File: config.mk
export PLATFORM = sky130hd
export DESIGN_NAME = hazard_scoreboard_flat
export DESIGN_NICKNAME = d
export VERILOG_FILES = /design/src/rtl/hazard_pkg.sv /design/src/rtl/hazard_scoreboard_if.sv /design/src/rtl/pend_counter.sv /design/src/rtl/hazard_scoreboard.sv /design/src/flat_wrapper.sv
export SDC_FILE = /design/constraint.sdc
export NUM_CORES = 1
export LEC_CHECK = 0
export CORE_MARGIN = 2
export CORE_UTILIZATION = 58
export CTS_CLUSTER_SIZE = 10
export DETAILED_ROUTE_END_ITERATION = 7
export PLACE_DENSITY = 0.83
export SLEW_MARGIN = 30
export SYNTH_ARGS = -nofsm -noshare
export SYNTH_HDL_FRONTEND = slang
export SYNTH_SLANG_ARGS = --single-unit
File: constraint.sdc
create_clock -name clk -period 3.13 [get_ports clk]
set_input_delay 0.313 -clock clk [delete_from_list [all_inputs] [get_ports clk]]
set_output_delay 0.313 -clock clk [all_outputs]
set_load 0.02 [all_outputs]
File: src/rtl/hazard_pkg.sv
// Shared types and defaults for the decode-stage hazard scoreboard.
package hazard_pkg;

  localparam int unsigned NREG_DEF = 32;
  localparam int unsigned AW_DEF   = 5;
  localparam int unsigned CNTW_DEF = 2;
  localparam int unsigned REG_ZERO = 0;
  localparam int unsigned SCW      = 16;

  typedef enum logic [1:0] {
    ST_RUN   = 2'd0,
    ST_STALL = 2'd1,
    ST_FLUSH = 2'd2
  } state_e;

endpackage

File: src/rtl/hazard_scoreboard_if.sv
// Decode/writeback/flush bus between the pipeline and the hazard scoreboard.
interface hazard_scoreboard_if
  import hazard_pkg::*;
#(
  parameter int unsigned NREG = NREG_DEF,
  parameter int unsigned AW   = AW_DEF
);
  logic          id_valid;
  logic [AW-1:0] id_rs;
  logic [AW-1:0] id_rt;
  logic          id_rs_used;
  logic          id_rt_used;
  logic [AW-1:0] id_dst;
  logic          id_dst_wr;
  logic          wb_valid;
  logic [AW-1:0] wb_addr;
  logic          flush;
  logic            issue;
  logic            stall_if;
  logic            stall_id;
  logic            bubble_ex;
  logic [NREG-1:0] busy_mask;
  logic [SCW-1:0]  stall_cnt;
  logic            err_underflow;

  modport master (
    output id_valid, id_rs, id_rt, id_rs_used, id_rt_used, id_dst, id_dst_wr,
           wb_valid, wb_addr, flush,
    input  issue, stall_if, stall_id, bubble_ex, busy_mask, stall_cnt, err_underflow
  );

  modport slave (
    input  id_valid, id_rs, id_rt, id_rs_used, id_rt_used, id_dst, id_dst_wr,
           wb_valid, wb_addr, flush,
    output issue, stall_if, stall_id, bubble_ex, busy_mask, stall_cnt, err_underflow
  );
endinterface

File: src/rtl/pend_counter.sv
// Per-register in-flight write counter; inc and dec together leave the count unchanged.
module pend_counter #(
  parameter int unsigned CNTW = 2
) (
  input  logic clk,
  input  logic reset,
  input  logic inc,
  input  logic dec,
  output logic zero_c,
  output logic full_c,
  output logic underflow_c
);

  logic [CNTW-1:0] count;

  always_ff @(posedge clk or posedge reset) begin
    if (reset) begin
      count <= '0;
    end else if (inc && !dec) begin
      count <= count + CNTW'(1);
    end else if (dec && !inc && count != '0) begin
      count <= count - CNTW'(1);
    end
  end

  assign zero_c      = (count == '0);
  assign full_c      = (count == '1);
  // A writeback with nothing outstanding is a protocol error seen by the parent.
  assign underflow_c = dec & zero_c;

endmodule

File: src/rtl/hazard_scoreboard.sv
// RAW/WAW hazard scoreboard: per-register pending counts, stall/bubble sequencing, flush handling.
module hazard_scoreboard
  import hazard_pkg::*;
#(
  parameter int unsigned NREG = NREG_DEF,
  parameter int unsigned AW   = AW_DEF,
  parameter int unsigned CNTW = CNTW_DEF
) (
  input logic                clk,
  input logic                reset,
  hazard_scoreboard_if.slave bus
);

  logic [NREG-1:1] zero_vec, full_vec, inc_vec, dec_vec, uf_vec;
  logic [NREG-1:0] busy, full_all;
  state_e          state, state_n;
  logic            raw, sat, hazard;
  logic            issue, stall, bubble;
  logic [SCW-1:0]  stall_cnt;
  logic            err_q;

  // Register 0 is never tracked, so its busy/full bits are tied low.
  assign busy     = {~zero_vec, 1'b0};
  assign full_all = {full_vec, 1'b0};

  for (genvar i = REG_ZERO + 1; i < int'(NREG); i++) begin : g_reg
    assign inc_vec[i] = issue & bus.id_dst_wr & (bus.id_dst == AW'(i));
    assign dec_vec[i] = bus.wb_valid & (bus.wb_addr == AW'(i));

    pend_counter #(.CNTW(CNTW)) u_cnt (
      .clk         (clk),
      .reset       (reset),
      .inc         (inc_vec[i]),
      .dec         (dec_vec[i]),
      .zero_c      (zero_vec[i]),
      .full_c      (full_vec[i]),
      .underflow_c (uf_vec[i])
    );
  end

  // Hazard uses registered counts only; a same-cycle writeback still stalls once.
  assign raw = bus.id_valid & ((bus.id_rs_used & busy[bus.id_rs]) |
                               (bus.id_rt_used & busy[bus.id_rt]));
  assign sat    = bus.id_valid & bus.id_dst_wr & full_all[bus.id_dst];
  assign hazard = raw | sat;

  always_ff @(posedge clk or posedge reset) begin
    if (reset) state <= ST_RUN;
    else       state <= state_n;
  end

  always_comb begin
    state_n = state;
    issue   = 1'b0;
    stall   = 1'b0;
    bubble  = 1'b0;
    case (state)
      ST_RUN, ST_STALL: begin
        if (bus.flush)   state_n = ST_FLUSH;
        else if (hazard) state_n = ST_STALL;
        else             state_n = ST_RUN;
      end
      ST_FLUSH: state_n = hazard ? ST_STALL : ST_RUN;
      default:  state_n = ST_RUN;
    endcase
    issue  = bus.id_valid & ~hazard & ~bus.flush & (state != ST_FLUSH);
    stall  = hazard & ~bus.flush & (state != ST_FLUSH);
    bubble = (bus.id_valid & ~issue) | (state == ST_FLUSH);
  end

  always_ff @(posedge clk or posedge reset) begin
    if (reset) begin
      stall_cnt <= '0;
      err_q     <= 1'b0;
    end else begin
      if (stall && stall_cnt != '1) stall_cnt <= stall_cnt + SCW'(1);
      if (|uf_vec) err_q <= 1'b1;
    end
  end

  assign bus.issue         = issue;
  assign bus.stall_if      = stall;
  assign bus.stall_id      = stall;
  assign bus.bubble_ex     = bubble;
  assign bus.busy_mask     = busy;
  assign bus.stall_cnt     = stall_cnt;
  assign bus.err_underflow = err_q;

endmodule

File: src/flat_wrapper.sv
// flat-port wrapper written by rule: the top's interface ports become plain ports
module hazard_scoreboard_flat import hazard_pkg::*;
#(
  parameter int unsigned NREG = NREG_DEF,
  parameter int unsigned AW   = AW_DEF,
  parameter int unsigned CNTW = CNTW_DEF
)
  (clk, reset, bus_id_valid, bus_id_rs, bus_id_rt, bus_id_rs_used, bus_id_rt_used, bus_id_dst, bus_id_dst_wr, bus_wb_valid, bus_wb_addr, bus_flush, bus_issue, bus_stall_if, bus_stall_id, bus_bubble_ex, bus_busy_mask, bus_stall_cnt, bus_err_underflow);
  hazard_scoreboard_if #(.NREG(NREG), .AW(AW)) bus_i ();
  input logic clk;
  input logic reset;
  input wire logic [$bits(bus_i.id_valid)-1:0] bus_id_valid;
  input wire logic [$bits(bus_i.id_rs)-1:0] bus_id_rs;
  input wire logic [$bits(bus_i.id_rt)-1:0] bus_id_rt;
  input wire logic [$bits(bus_i.id_rs_used)-1:0] bus_id_rs_used;
  input wire logic [$bits(bus_i.id_rt_used)-1:0] bus_id_rt_used;
  input wire logic [$bits(bus_i.id_dst)-1:0] bus_id_dst;
  input wire logic [$bits(bus_i.id_dst_wr)-1:0] bus_id_dst_wr;
  input wire logic [$bits(bus_i.wb_valid)-1:0] bus_wb_valid;
  input wire logic [$bits(bus_i.wb_addr)-1:0] bus_wb_addr;
  input wire logic [$bits(bus_i.flush)-1:0] bus_flush;
  output wire logic [$bits(bus_i.issue)-1:0] bus_issue;
  output wire logic [$bits(bus_i.stall_if)-1:0] bus_stall_if;
  output wire logic [$bits(bus_i.stall_id)-1:0] bus_stall_id;
  output wire logic [$bits(bus_i.bubble_ex)-1:0] bus_bubble_ex;
  output wire logic [$bits(bus_i.busy_mask)-1:0] bus_busy_mask;
  output wire logic [$bits(bus_i.stall_cnt)-1:0] bus_stall_cnt;
  output wire logic [$bits(bus_i.err_underflow)-1:0] bus_err_underflow;
  assign bus_i.id_valid = bus_id_valid;
  assign bus_i.id_rs = bus_id_rs;
  assign bus_i.id_rt = bus_id_rt;
  assign bus_i.id_rs_used = bus_id_rs_used;
  assign bus_i.id_rt_used = bus_id_rt_used;
  assign bus_i.id_dst = bus_id_dst;
  assign bus_i.id_dst_wr = bus_id_dst_wr;
  assign bus_i.wb_valid = bus_wb_valid;
  assign bus_i.wb_addr = bus_wb_addr;
  assign bus_i.flush = bus_flush;
  assign bus_issue = bus_i.issue;
  assign bus_stall_if = bus_i.stall_if;
  assign bus_stall_id = bus_i.stall_id;
  assign bus_bubble_ex = bus_i.bubble_ex;
  assign bus_busy_mask = bus_i.busy_mask;
  assign bus_stall_cnt = bus_i.stall_cnt;
  assign bus_err_underflow = bus_i.err_underflow;
  hazard_scoreboard #(.NREG(NREG), .AW(AW), .CNTW(CNTW)) u_core (.clk(clk), .reset(reset), .bus(bus_i));
endmodule
==> notes.md, run 1 <==
Placement
- -0.5549 ns — worst-case setup slack after placement

Route
- 3344 um — amount of wire on met3 after detailed routing
- 28100 um — final wirelength
- 0 — post-detailed-route DRC marker count

Yosys
- 8.110 um2 — per-instance average area after synthesis
- 33.37% — Synth Area in Simple Gates
- 869 — net count after synthesis
- 22.35% — share of synthesized cell area in and-or and or-and compound cells
- 29.75% — sequential element share of the synthesized area
- sky130_fd_sc_hd__nand2_1 — dominant cell by count in the synthesized netlist

Run status
- finished, final reports clean — run status

Floorplanning
- 81 — Boundary Pins
- 59.66% — floorplan core density

Timing
- 0 — Setup Viol. Count Final
- 0.01203 ns — final worst clock skew
- 0.7539 ns — slew at the pin closest to its max-slew limit

Clock network
- 0.36 ns — clk_lat worst skew
- 3 — number of setup buffers added after CTS

Min path
- primary input to asynchronous set/reset pin — worst hold path class

Cells and area
- 8930 um2 — total non-filler cell area in the finished layout

Critical path
- 9 — worst reg2reg path depth

Global route
- 1 — number of antenna violations at the first check in global routing

run 1: layout make-up:
class / instances / area, um2
sequential: 81 / 2028
multi-input combinational: 668 / 4427
inverter: 46 / 178.9
tap: 143 / 178.9
clock buffer: 9 / 225.2
antenna: 1 / 2.502
fill: 813 / 2489
timing repair buffer: 206 / 1782
clock inverter: 7 / 107.6
run 1: cells by family after synthesis:
family                   count (synthesis)
buffers and inverters                   91
AND/OR/NAND/NOR                        407
adder cells (fa/ha/maj)                  1
AND-OR/OR-AND                          207
multiplexers                            20
flip-flops                              81
other                                    1
XOR/XNOR                                32
run 1: power breakdown:
part	internal, W	switching [W]	total, W	leakage, nW
sequential	0.00115	0.000151	0.00130	1.04
combinational	0.000512	0.000732	0.00124	2.51
clock	0.000717	0.000519	0.00124	0.160
total	0.00238	0.00140	0.00378	3.71
Run 1, metal layers overlaid:
Two of the layers only.
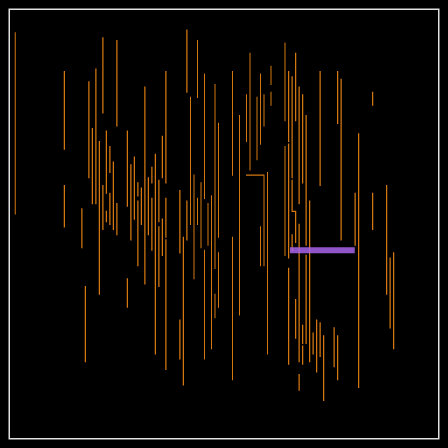
purple -> M5  # wire length 15.4 um
orange -> M4  # wire length 2110 um
Total GRT Usage: 44.18%
total via count in the routed design: 8178

Run 1, the metal 4 layer:
The bar under the picture is 20 um long.
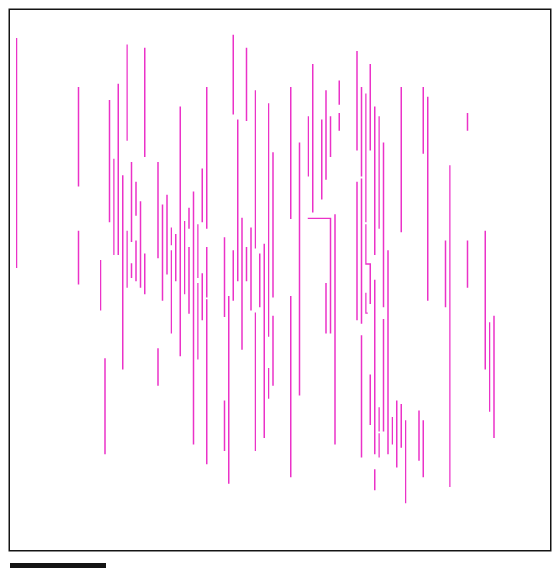
main direction = vertical
longest straight run = 66.6 um
wire length on this layer = 2110 um

Run 1, routing congestion map:
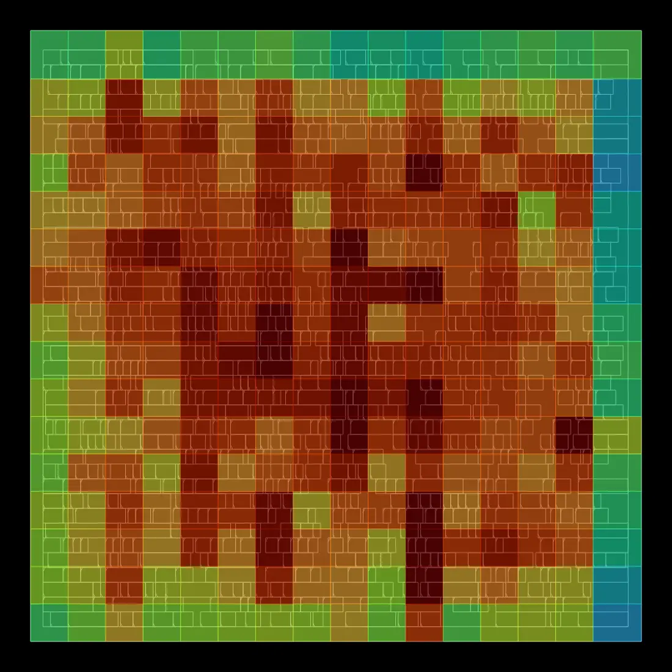
average routed wire per standard cell: 24.20 um
met2 layer usage reported by global route: 70.52%
Post-Route Utilization: 78.21%
met3 Track Usage GR: 11.61%

Run 1, register map, names as in the netlist:
The bar under the picture is 20 um long. Other sequential cells in the stronger grey, the rest of the logic in the fainter grey.
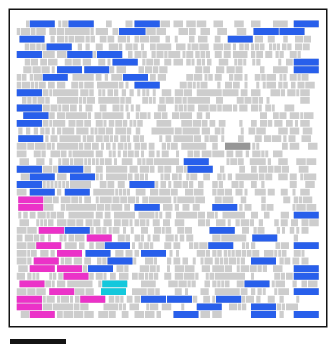
blue -> u_core.g_reg.u_cnt.count  # sequential cells 62, where widely spread
magenta -> u_core.bus.stall_cnt  # sequential cells 16, where south-west
cyan -> u_core.state  # sequential cells 2
not coloured = 1

==> run 2, diff against run 1 <==
--- a/config.mk
+++ b/config.mk
@@ -5,7 +5,7 @@
 export SDC_FILE = /design/constraint.sdc
 export NUM_CORES = 1
 export LEC_CHECK = 0
-export CORE_MARGIN = 2
+export CORE_MARGIN = 4
 export CORE_UTILIZATION = 58
 export CTS_CLUSTER_SIZE = 10
 export DETAILED_ROUTE_END_ITERATION = 7
==> run 2 against run 1 <==
Effect of this change: worst setup slack improved by 0.027 ns; critical path depth fell by 1; global-route usage shrank 3.6 points; register-to-register slack improved by 0.03 ns; sequential share of layout area down 0.27 points; combinational power barely moved; clock skew barely moved; clock-buffer cell count up 3; non-clock buffer count increased by 14; first-iteration DRC count fell by 1.5%.
==> notes.md, run 2 <==
Cells and area
- 668 — multi-input combinational cell count
- 807 — count of fill cells added during filler insertion
- 81 — number of sequential storage elements
- 49.56% — combinational share of cell area
- 12 — number of clock buffers in the layout
- 22.44% — fraction of area in registers
- 220 — non-clock buffer total of the final layout
- 46 — non-clock inverter count
- combinational gates — cell group occupying the most layout area
- 4476 um2 — area of the multi-input gates
- 20.77% — Non-Clock Buffer Area Fraction
- 9031 um2 — total non-filler cell area in the finished layout
- 3.325% — clk tree area frac

Pwr
- 0.00110 W — power dissipated in the clock network
- 30.0% — clock network power share
- 35.3% — Flop pwr share
- registers — largest power group
- 0.00129 W — Seq. pwr
- 0.00127 W — combinational group power
- 0.002288 W — cell internal power dissipation
- 34.7% — part of the total power dissipated in combinational logic
- 37.38% — share of total power consumed by net switching

Floorplanning
- 59.41% — floorplan core density
- 116.4 um — die width
- 143 — tap cells
- 11470 um2 — area of the core region
- 81 — Boundary Pins

Yosys
- 869 — net count after synthesis
- 0 — number of warnings reported in the yosys synthesis log
- 22.35% — share of synthesized cell area in and-or and or-and compound cells
- sky130_fd_sc_hd__nand2_1 — dominant cell by count in the synthesized netlist
- 8.110 um2 — per-instance average area after synthesis
- 840 — # Cells Yosys
- 33.37% — Synth Area in Simple Gates
- 29.75% — sequential element share of the synthesized area

Route
- 0 — post-detailed-route DRC marker count
- 3352 um — amount of wire on met3 after detailed routing

Critical path
- 2.76 ns — arrival time worst endpoint
- 11 — worst reg2reg path depth

Global route
- 0 — number of antenna violations at the first check in global routing
- 40.57% — Total GRT Usage
- 8.135% — met3 Track Usage GR

Run status
- finished, final reports clean — run status

Timing
- 0.7382 ns — slew at the pin closest to its max-slew limit

Clock network
- 2 — number of setup buffers added after CTS
- 0.07 ns — clock-pin slew of the registers on the worst-case setup and hold paths

Placement
- -0.4374 ns — worst-case setup slack after placement

[run 2: netlist changes by cell type in the layout (fill, tap and decap cells not counted), moves of 2 or more]
cell and change:
sky130_fd_sc_hd__clkinv_4 +2, sky130_fd_sc_hd__buf_2 +2, sky130_fd_sc_hd__inv_8 -2, sky130_fd_sc_hd__nor3_1 -5
sky130_fd_sc_hd__a2111oi_1 +2, sky130_fd_sc_hd__buf_4 +12, sky130_fd_sc_hd__nor2_2 -2, sky130_fd_sc_hd__nor3_2 +5
sky130_fd_sc_hd__nor2_1 +2, sky130_fd_sc_hd__clkbuf_8 +3, sky130_fd_sc_hd__bufinv_16 -2
Run 2, the metal 4 layer:
The bar under the picture is 20 um long.
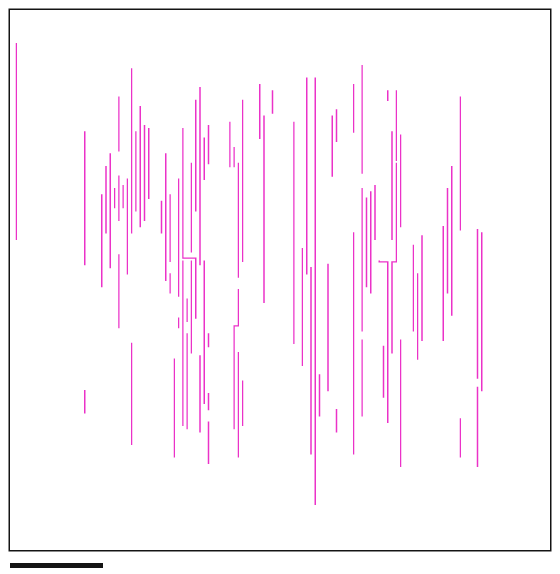
longest straight run = 91.8 um
share of all routed wire = 6.7%
nets with wire on the layer = 76
wire length on this layer = 1830 um
total via count in the routed design: 8130
final wirelength: 27360 um

Run 2, register map, names as in the netlist:
The bar under the picture is 20 um long. Other sequential cells in the stronger grey, the rest of the logic in the fainter grey.
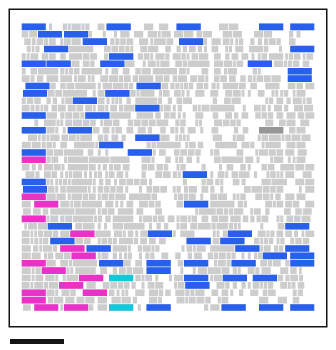
cyan -> u_core.state  # sequential cells 2
blue -> u_core.g_reg.u_cnt.count  # sequential cells 62, where widely spread
magenta -> u_core.bus.stall_cnt  # sequential cells 16, where south-west
not coloured = 1
FF/Latch Area: 2027 um2
Post-Route Utilization: 78.76%

Run 2, routing congestion map:
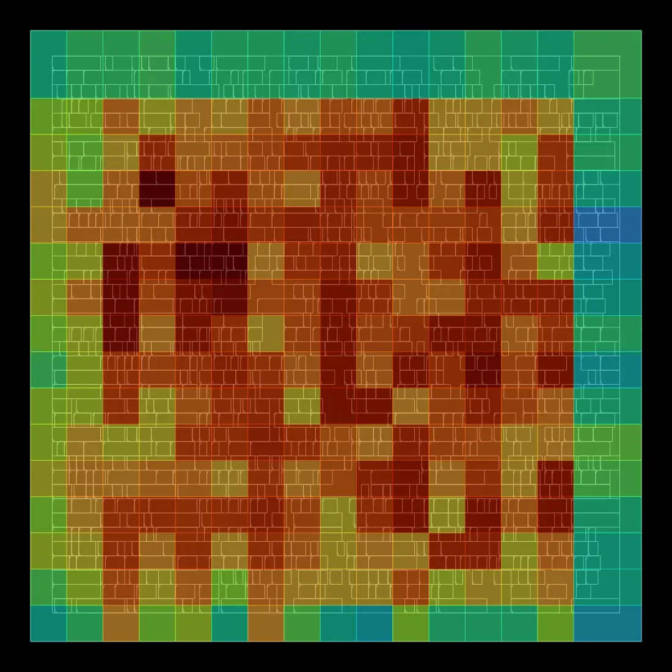
met2 layer usage reported by global route: 63.35%
average routed wire per standard cell: 23.30 um
most congested layer reported by global routing: met2

==> run 3, diff against run 2 <==
--- a/config.mk
+++ b/config.mk
@@ -5,8 +5,10 @@
 export SDC_FILE = /design/constraint.sdc
 export NUM_CORES = 1
 export LEC_CHECK = 0
+export CELL_PAD_IN_SITES_DETAIL_PLACEMENT = 1
+export CELL_PAD_IN_SITES_GLOBAL_PLACEMENT = 1
 export CORE_MARGIN = 4
-export CORE_UTILIZATION = 58
+export CORE_UTILIZATION = 43
 export CTS_CLUSTER_SIZE = 10
 export DETAILED_ROUTE_END_ITERATION = 7
 export PLACE_DENSITY = 0.83
==> run 3 against run 2 <==
Effect of this change: sequential share of layout area shrank 0.66 points; final area grew 3.1%; synthesized cell count is the same; clock-buffer cell count shrank 2; synthesized area is the same; cell count grew 8.0%; largest cell class unchanged; largest power group is now combinational cells.
==> notes.md, run 3 <==
Pwr
- 30.1% — clock network power share
- combinational cells — largest power group
- 33.3% — Flop pwr share
- 0.00140 W — combinational group power

Min path
- primary input to asynchronous set/reset pin — worst hold path class

Floorplanning
- 15370 um2 — area of the core region
- 133.9 um — die width
- 211 — tap cells
- 44.32% — floorplan core density

Yosys
- 33.37% — Synth Area in Simple Gates
- 840 — # Cells Yosys
- 29.75% — sequential element share of the synthesized area
- 0 — number of warnings reported in the yosys synthesis log
- 869 — net count after synthesis

Cells and area
- 10 — number of clock buffers in the layout
- 1861 — count of fill cells added during filler insertion
- 2029 um2 — FF/Latch Area
- 46 — non-clock inverter count
- 3.345% — clk tree area frac
- 668 — multi-input combinational cell count
- 22.48% — Non-Clock Buffer Area Fraction
- 9315 um2 — total non-filler cell area in the finished layout
- 0 — Antenna diodes
- 47.68% — combinational share of cell area

Route
- 32830 um — final wirelength

Critical path
- 2.75 ns — arrival time worst endpoint

Run status
- finished, final reports clean — run status

Timing
- 0.8007 ns — slew at the pin closest to its max-slew limit

Clock network
- 0.35 ns — clk_lat worst skew

## run 3: final timing paths
check	startpoint	end	depth (start not counted)
max in group asynchronous	reset	u_core.g_reg[2].u_cnt.count[1]	3
worst max-delay path	u_core.g_reg[17].u_cnt.count[0]	bus_bubble_ex	11
min in group clk	u_core.state[0]	u_core.state[0]	1
worst max register to register	u_core.g_reg[8].u_cnt.count[0]	u_core.g_reg[7].u_cnt.count[0]	9
worst min register to register	u_core.state[0]	u_core.state[0]	1
worst min-delay path	reset	u_core.g_reg[21].u_cnt.count[1]	2
## run 3: per-layer routing
metal	track usage, %	part of all wire [%]
met5	0	0
met4	18.00	5.1
met3	9.227	8.7
met2	60.28	48
met1	43.69	38
Run 3, selected gate families:
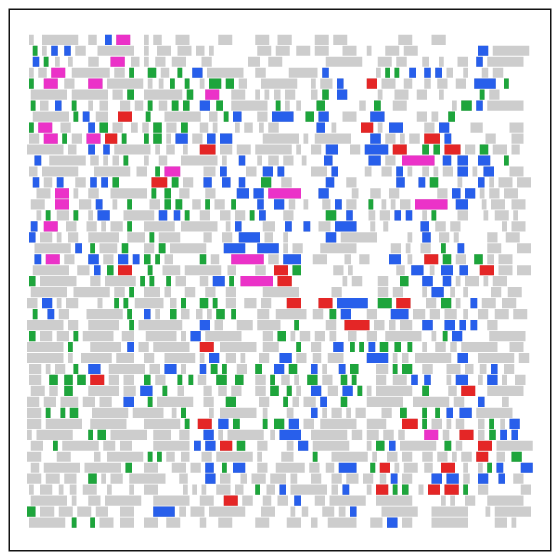
green -> nand cells  # cells 177, most used nand2_1, where widely spread
magenta -> mux cells  # cells 20, most used mux2i_1
red -> non-inverting ao/oa cells  # cells 33, most used o311a_1, where widely spread
blue -> aoi and oai cells  # cells 174, most used a21oi_1, where widely spread

Run 3, the metal 4 layer:
The bar under the picture is 50 um long.
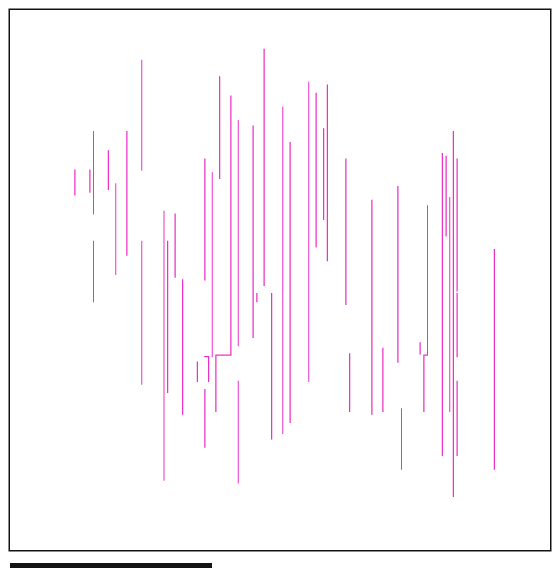
longest straight run = 90.4 um
wire length on this layer = 1680 um
share of all routed wire = 5.1%
nets with wire on the layer = 43
main direction = vertical

Run 3, metal layers overlaid:
Two of the layers only.
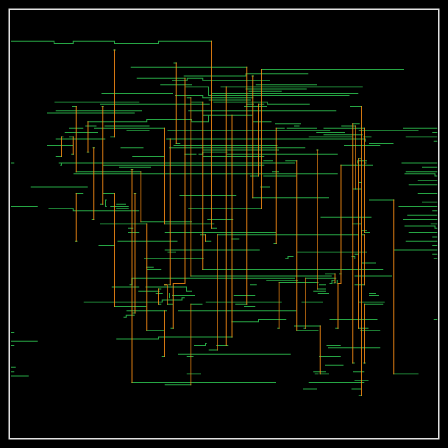
green -> M3  # wire length 2860 um
orange -> M4  # wire length 1680 um

Power is estimated from default activity; no workload was simulated.
